**Run 1: PDN straps and rails**

Scale bar: 20 um. Pins as bars on the die edge. Tap cells in gray.
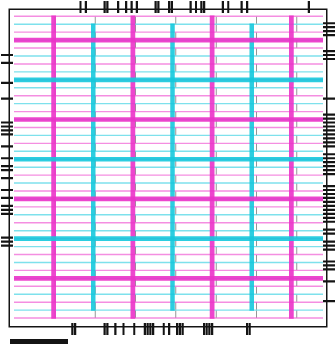
**Run 1: routed clock nets over the placement**

Scale bar: 20 um.
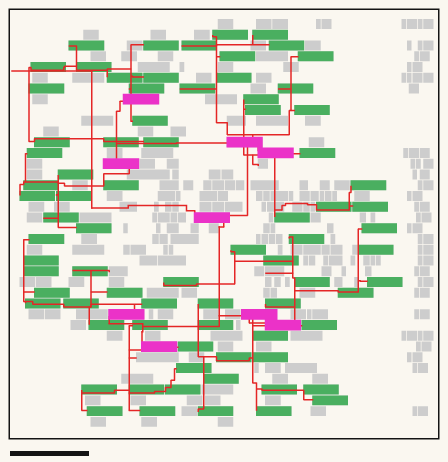
**Run 1: placement by cell class**

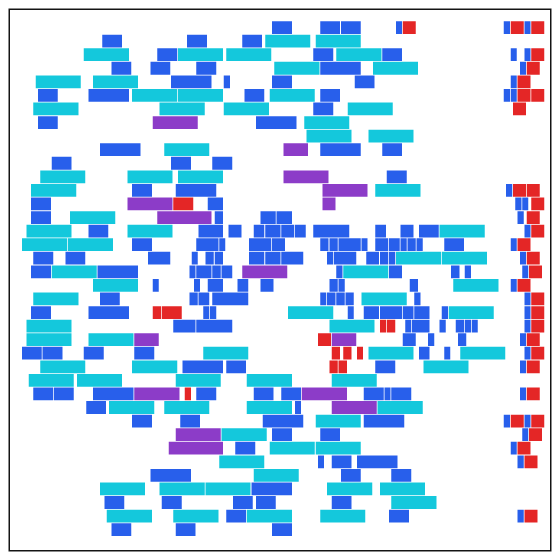
Design slt_seq_par_flat, sky130hd; sources not shown.
==> results.sh, run 1 <==
# yosys + openroad results
export IMPL_total_power_w=0.00340
export IMPL_ys_seq_elements=77
export IMPL_combPwrFrac=0.502
export IMPL_finalSetupViolations=0
export IMPL_dpl_cell_area_um2=4240
export IMPL_post_route_drc_count=0
export IMPL_drive_above_1_share=0.427
export IMPL_ys_types=38
export IMPL_warnings=26
export IMPL_ys_top_cells_by_count="dfrtp_1, mux2_2, buf_4"
export IMPL_die_w_um=108
export IMPL_antenna_found_initial=0
export IMPL_p_leak_nw=2.02
export IMPL_p_int_w=0.00221
export IMPL_layout_nets=414
export IMPL_clockRootBuffer="clkbuf_16"
export IMPL_vias_per_cell=4.82
export IMPL_grt_pass1_vias=2346
export IMPL_netlist_instances=292
export IMPL_cts_htree_levels=3
export IMPL_synth_area_um2=3950
export IMPL_start_kind="register"
export IMPL_cp_slowest_cell="clkbuf_1"
export IMPL_yosys_stat_cells=292
export IMPL_powerDensity_nw_per_um2=743
export IMPL_cp_num_buf_inv=2
export IMPL_drv_cap=0
export IMPL_ff_type="dfrtp_1"
export IMPL_avgRoutedWirePerCell_um=17.4
export IMPL_cp_data_required_time_ps=5500
export IMPL_cp_slowest_stage_delay_ps=620
export IMPL_crit_family="simple AND/OR/NAND/NOR gates"
export IMPL_hpwl_um=6050
export IMPL_crit_chain="clkbuf_1 > clkbuf_1 > mux4_2 > fa_1 > nand2b_1 > a21oi_1 > o221ai_1 > nand2b_1 > a21oi_1 > fa_1 > nand4_1 > nor4_1 > a211oi_1 > nand3b_1"
export IMPL_min_period_over_period=0.894
export IMPL_cts_setup_buffers=0
export IMPL_grt_pass1_wl_um=13100
export IMPL_clk_path_buf_depth=2
export IMPL_cts_tree="yes"
export IMPL_wl_um=8280
export IMPL_synth_top_cell_by_count="dfrtp_1"
export IMPL_synth_chip_area_um2=3950
export IMPL_synth_edff_count=0
export IMPL_status="finished, final reports clean"
export IMPL_place_ws_ps=589
export IMPL_drt_pass1_iterations=4
export IMPL_cts_sinks=77
export IMPL_antenna_cells=0
export IMPL_tns_ps=0
export IMPL_grt_max_degree=78
export IMPL_fin_crit_ps=4830
export IMPL_clkSlewWorstSetupHoldPaths_ps=60
export IMPL_synth_seq_share=0.488
export IMPL_cp_num_cells=14
export IMPL_area_delta_synth_final_pct=15.7
export IMPL_critPathMaxFanout=10
export IMPL_fillers=1011
export IMPL_topCellsByArea="dfrtp_1, mux2_2, mux4_2"
export IMPL_slew_headroom=0.514
export IMPL_place_gp_congestion=0.746
export IMPL_portBuffers=0
export IMPL_setup_ws_ps=571
export IMPL_critPathKind="register to register"
export IMPL_async_reset_ff_frac=1.00
export IMPL_grt_use_total=0.154
export IMPL_final_hold_violation_count=0
export IMPL_fmax_mhz=207
export IMPL_grt_overflow_total=0
export IMPL_yosysWarnings=0
export IMPL_yosysTopAreaCellShare=0.488
export IMPL_swShare=0.350
export IMPL_rrSetupSlack_ps=570
export IMPL_crit_arrival_ps=4930
export IMPL_ctsHoldBuffers=0
export IMPL_hold_ws_ps=350
export IMPL_register_area_um2=1930
export IMPL_rsz0062_at_grt="false"
export IMPL_power_frac_seq=0.304
export IMPL_die_area_um2=11700
export IMPL_tightest_slew_ps=729
export IMPL_hold_path_class="input pin to asynchronous set/reset pin"
export IMPL_syn_area_per_cell_um2=13.5
export IMPL_die_h_um=108
export IMPL_slew_viol_final=0
export IMPL_cts_buffers=9
export IMPL_end_kind="register"
export IMPL_drt_first_iter_violations=56
export IMPL_num_vias=2299
export IMPL_fp_util=0.361
export IMPL_top_area_cell="dfrtp_1"
export IMPL_ant_nets=0
export IMPL_cts_resized=0
export IMPL_power_switching_w=0.00119
export IMPL_reg2reg_depth=14
export IMPL_mi_logic_area_um2=1790
export IMPL_num_io_pins=107
-- 'PDN straps and rails' (at the start) --
Key: cyan = VDD; magenta = VSS
The core has 38 rows. 7 straps on met5.
Worst IR Drop VDD: 0.283 mV
core area: 10900 um^2

-- 'routed clock nets over the placement' (at the start) --
Key: red = clock wires [length 985 um]; green = flip-flops [count 77]; magenta = clock drivers [count 9]
There are 10 routed clock nets.
power in the clock group: 0.000660 W
Clk Latency, worst-skew pair: 330 ps
clock share of power: 0.194

-- 'placement by cell class' (at the start) --
Key: purple = clock drivers and dummy loads [cells 15]; red = other buffers and delay cells [cells 43]; blue = combinational and other logic [cells 202]; cyan = flops [cells 77]
Final Util: 0.418
flop share of the area: 0.421
num rows: 38
post-route cell area: 4570 um^2

-- run 1: cells in the final DEF, fill, tap and decap left out, drive strengths merged, types with 2 or more instances in the layout --
master / synthesis / layout
fa: 3 / 3
o21a: 2 / 2
ha: 8 / 8
o31a: 3 / 3
nand2b: 3 / 3
mux2: 68 / 68
bufinv: 0 / 2
inv: 12 / 12
nor3b: 2 / 2
o21ai: 9 / 9
clkbuf: 3 / 15
a21oi: 7 / 7
and2: 2 / 2
conb: 1 / 31
nand2: 9 / 9
dfrtp: 77 / 77
or3: 2 / 2
buf: 40 / 40
nor2: 8 / 8
mux4: 16 / 16
-- run 1: per-layer routing --
layer | GRT usage | vias to the layer above | part of all wire
met3 | 0.0494 | 5 | 0.066
met4 | 0.0440 | 0 | 0.0071
met2 | 0.248 | 77 | 0.49
li1 | - | 1063 | -
met5 | 0 | - | 0
met1 | 0.199 | 1154 | 0.44
-- run 1: power by group through the flow --
stage	Clock, W	Sequential, W	Combinational (W)
final	0.000660	0.00103	0.00171
after global routing	0.000706	0.00108	0.00187
after CTS	0.000678	0.00104	0.00171
after detailed placement	0	0.00105	0.00169
after global placement	0	0.00103	0.00163
after floorplan	0	0.000985	0.00136
-- run 1: per-stage QoR --
| step | util | std cells |
|---|---|---|
| after floorplan | - | 322 |
| after global placement | 0.388 | 462 |
| after detailed placement | 0.388 | 462 |
| after CTS | 0.418 | 477 |
| after global routing | 0.418 | 477 |
| final | 0.418 | 477 |
-- run 1: kinds of logic (layout without fill, tap and decap cells) --
| logic type | count (synthesis) | in the layout | share of synthesized area |
|---|---|---|---|
| AOI/OAI and AO/OA | 28 | 28 | 0.0450 |
| adders and majority gates | 11 | 11 | 0.0405 |
| other | 1 | 31 | 0.000949 |
| muxes | 85 | 85 | 0.288 |
| DFF | 77 | 77 | 0.488 |
| buffers and inverters | 55 | 70 | 0.0884 |
| and+or+nand+nor | 33 | 33 | 0.0453 |
| xor gates and xnor gates | 2 | 2 | 0.00444 |
-- run 1: cell type report --
type,instances,share of cell area
Sequential cell,77,0.421
Multi-Input combinational cell,190,0.391
Buffer,43,0.0665
Clock buffer,12,0.0583
Tap cell,140,0.0383
Clock inverter,3,0.0148
Inverter,12,0.00985
-- run 1: worst register-to-register path, delay by kind of cell, from the launching register on --
kind                       cells  cell delay (ps)
DFF                            1              350
buffers and inverters          2             1060
AOI/OAI and AO/OA              4              640
muxes                          1              440
and+or+nand+nor                5             1160
adders and majority gates      2              970
==> run 2: changes to the inputs <==
--- a/config.mk
+++ b/config.mk
@@ -11,6 +11,7 @@
 export DONT_BUFFER_PORTS = 1
 export GPL_TIMING_DRIVEN = 0
 export HOLD_SLACK_MARGIN = 0.1
+export REMOVE_ABC_BUFFERS = 1
 export SLEW_MARGIN = 20
 export SYNTH_ARGS = -nofsm -noshare
 export SYNTH_HDL_FRONTEND = slang
==> constraint.sdc (replaced) <==
create_clock -name clk -period 6.2 [get_ports clk]
set_clock_uncertainty 0.1 [all_clocks]
set_input_delay 1.24 -clock clk [delete_from_list [all_inputs] [get_ports clk]]
set_output_delay 1.24 -clock clk [all_outputs]
set_load 0.01 [all_outputs]
**Run 2: metal layers overlaid**

Scale bar: 20 um. Only two layers are drawn.
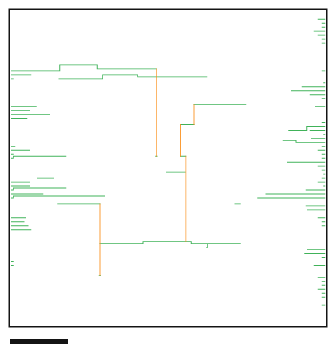
Key: green = metal 3 [wire length 574 um]; orange = metal 4 [wire length 101 um]
GRT Resource Usage Total: 0.138
drt total wl: 7120 um

**Run 2: PDN straps and rails**

Scale bar: 20 um. Pins as bars on the die edge. Tap cells in gray.
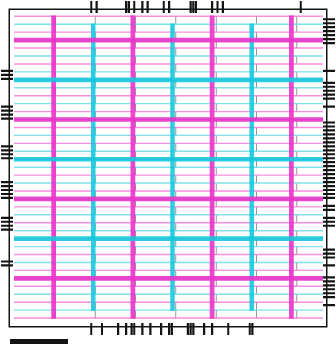
Key: magenta = VSS; cyan = VDD
The core has 38 rows. 7 straps on met5. 39 met1 rails follow the rows. 140 tap cells. 107 signal pins sit on the boundary.
Die X: 108 um
Die Height: 108 um

==> results.sh, run 2 <==
# yosys + openroad results
export IMPL_tightest_slew_ps=906
export IMPL_top_area_cell="dfrtp_1"
export IMPL_layout_top_cells="dfrtp_1, mux2_2, conb_1, mux4_2, inv_1"
export IMPL_setup_ws_ps=1850
export IMPL_die_area_um2=11700
export IMPL_powerDensity_nw_per_um2=654
export IMPL_slew_viol_final=0
export IMPL_grt_pass1_wl_um=11800
export IMPL_antenna_cells=0
export IMPL_lay_top_count="dfrtp_1"
export IMPL_cp_data_required_time_ps=6320
export IMPL_ir_drop_mv=0.304
export IMPL_grt_pass1_vias=2212
export IMPL_topCellsByArea="dfrtp_1, mux2_2, mux4_2"
export IMPL_p_leak_nw=1.77
export IMPL_end_kind="register"
export IMPL_start_kind="register"
export IMPL_synth_edff_count=0
export IMPL_syn_area_per_cell_um2=13.5
export IMPL_critPathMaxFanout=19
export IMPL_drt_pass1_iterations=4
export IMPL_power_frac_seq=0.347
export IMPL_netlist_instances=292
export IMPL_clk_path_buf_depth=2
export IMPL_post_route_drc_count=0
export IMPL_async_reset_ff_frac=1.00
export IMPL_place_ws_ps=1810
export IMPL_fp_util=0.361
export IMPL_drv_cap=0
export IMPL_layout_nets=372
export IMPL_clkSlewWorstSetupHoldPaths_ps=60
export IMPL_synth_top_cell_by_count="dfrtp_1"
export IMPL_dpl_cell_area_um2=3960
export IMPL_swShare=0.352
export IMPL_drive_above_1_share=0.349
export IMPL_num_io_pins=107
export IMPL_antenna_found_initial=0
export IMPL_rrSetupSlack_ps=1850
export IMPL_synth_area_um2=3950
export IMPL_hold_path_class="register to register"
export IMPL_rsz0062_at_grt="false"
export IMPL_ys_top_cells_by_count="dfrtp_1, mux2_2, buf_4"
export IMPL_fin_crit_ps=4350
export IMPL_ctsHoldBuffers=0
export IMPL_ff_type="dfrtp_1"
export IMPL_cts_tree="yes"
export IMPL_avgRoutedWirePerCell_um=16.4
export IMPL_vias_per_cell=4.99
export IMPL_yosys_stat_cells=292
export IMPL_cts_htree_levels=3
export IMPL_final_hold_violation_count=0
export IMPL_cts_resized=0
export IMPL_place_gp_congestion=0.776
export IMPL_grt_max_degree=78
export IMPL_hpwl_um=4990
export IMPL_status="finished, final reports clean"
export IMPL_portBuffers=0
export IMPL_area_delta_synth_final_pct=6.81
export IMPL_cts_setup_buffers=0
export IMPL_clkPwrFrac=0.172
export IMPL_crit_arrival_ps=4470
export IMPL_coreArea_um2=10900
export IMPL_combPwrFrac=0.482
export IMPL_ys_types=38
export IMPL_grt_overflow_total=0
export IMPL_finalSetupViolations=0
export IMPL_drt_first_iter_violations=89
run 2: cell count changes in the layout (fill, tap and decap cells not counted), sizes merged:
cell | before | now
buf | 40 | 1
clkbuf | 15 | 14
bufinv | 2 | 0
run 2: layout make-up:
class	count	area, um^2
clock inverters	1	7.51
multi-input cells	190	1790
fillers	1050	6720
well taps	140	175
inverters	12	45.0
clock buffers	14	254
flip-flops and latches	77	1930
repair buffers	1	20.0
run 2: layer usage:
layer  up-vias  GRT usage  part of all wire
li1        982          -                 -
met1      1091      0.178              0.46
met2        88      0.201              0.45
met3        11     0.0609             0.080
met4         0     0.0528             0.014
met5         -          0                 0
run 2: cell families (layout without fill, tap and decap cells):
group / Yosys count / count (layout) / synth area share
muxes: 85 / 85 / 0.288
DFF: 77 / 77 / 0.488
buffers and inverters: 55 / 28 / 0.0884
and+or+nand+nor: 33 / 33 / 0.0453
AOI/OAI and AO/OA: 28 / 28 / 0.0450
adders and majority gates: 11 / 11 / 0.0405
xor gates and xnor gates: 2 / 2 / 0.00444
other: 1 / 31 / 0.000949
run 2: power by group through the flow:
stage                     registers [W]  clock network [W]  logic, W
after floorplan                0.000893                  0   0.00112
after global placement         0.000957                  0   0.00132
after detailed placement       0.000975                  0   0.00134
after CTS                      0.000965           0.000494   0.00135
after global routing            0.00101           0.000515   0.00150
final                          0.000957           0.000474   0.00133
run 2: metrics by stage:
step	instances	hold slack [ps]	total power (W)
after floorplan	279	375	0.00201
after global placement	419	384	0.00228
after detailed placement	420	391	0.00231
after CTS	435	403	0.00281
after global routing	435	413	0.00302
final	435	401	0.00276
run 2: worst max-delay path, cell delays in order (launching register included):
cell and delay (ps):
dfrtp_2 790, mux4_2 640, fa_1 460, nand2b_1 180, a21oi_1 200, o221ai_1 200
nand2b_1 110, a21oi_1 80, fa_1 490, nand4_1 120, nor4_1 540, a211oi_1 130
nand3b_1 190
No activity file was given, so power comes from the tool's default toggle rates.
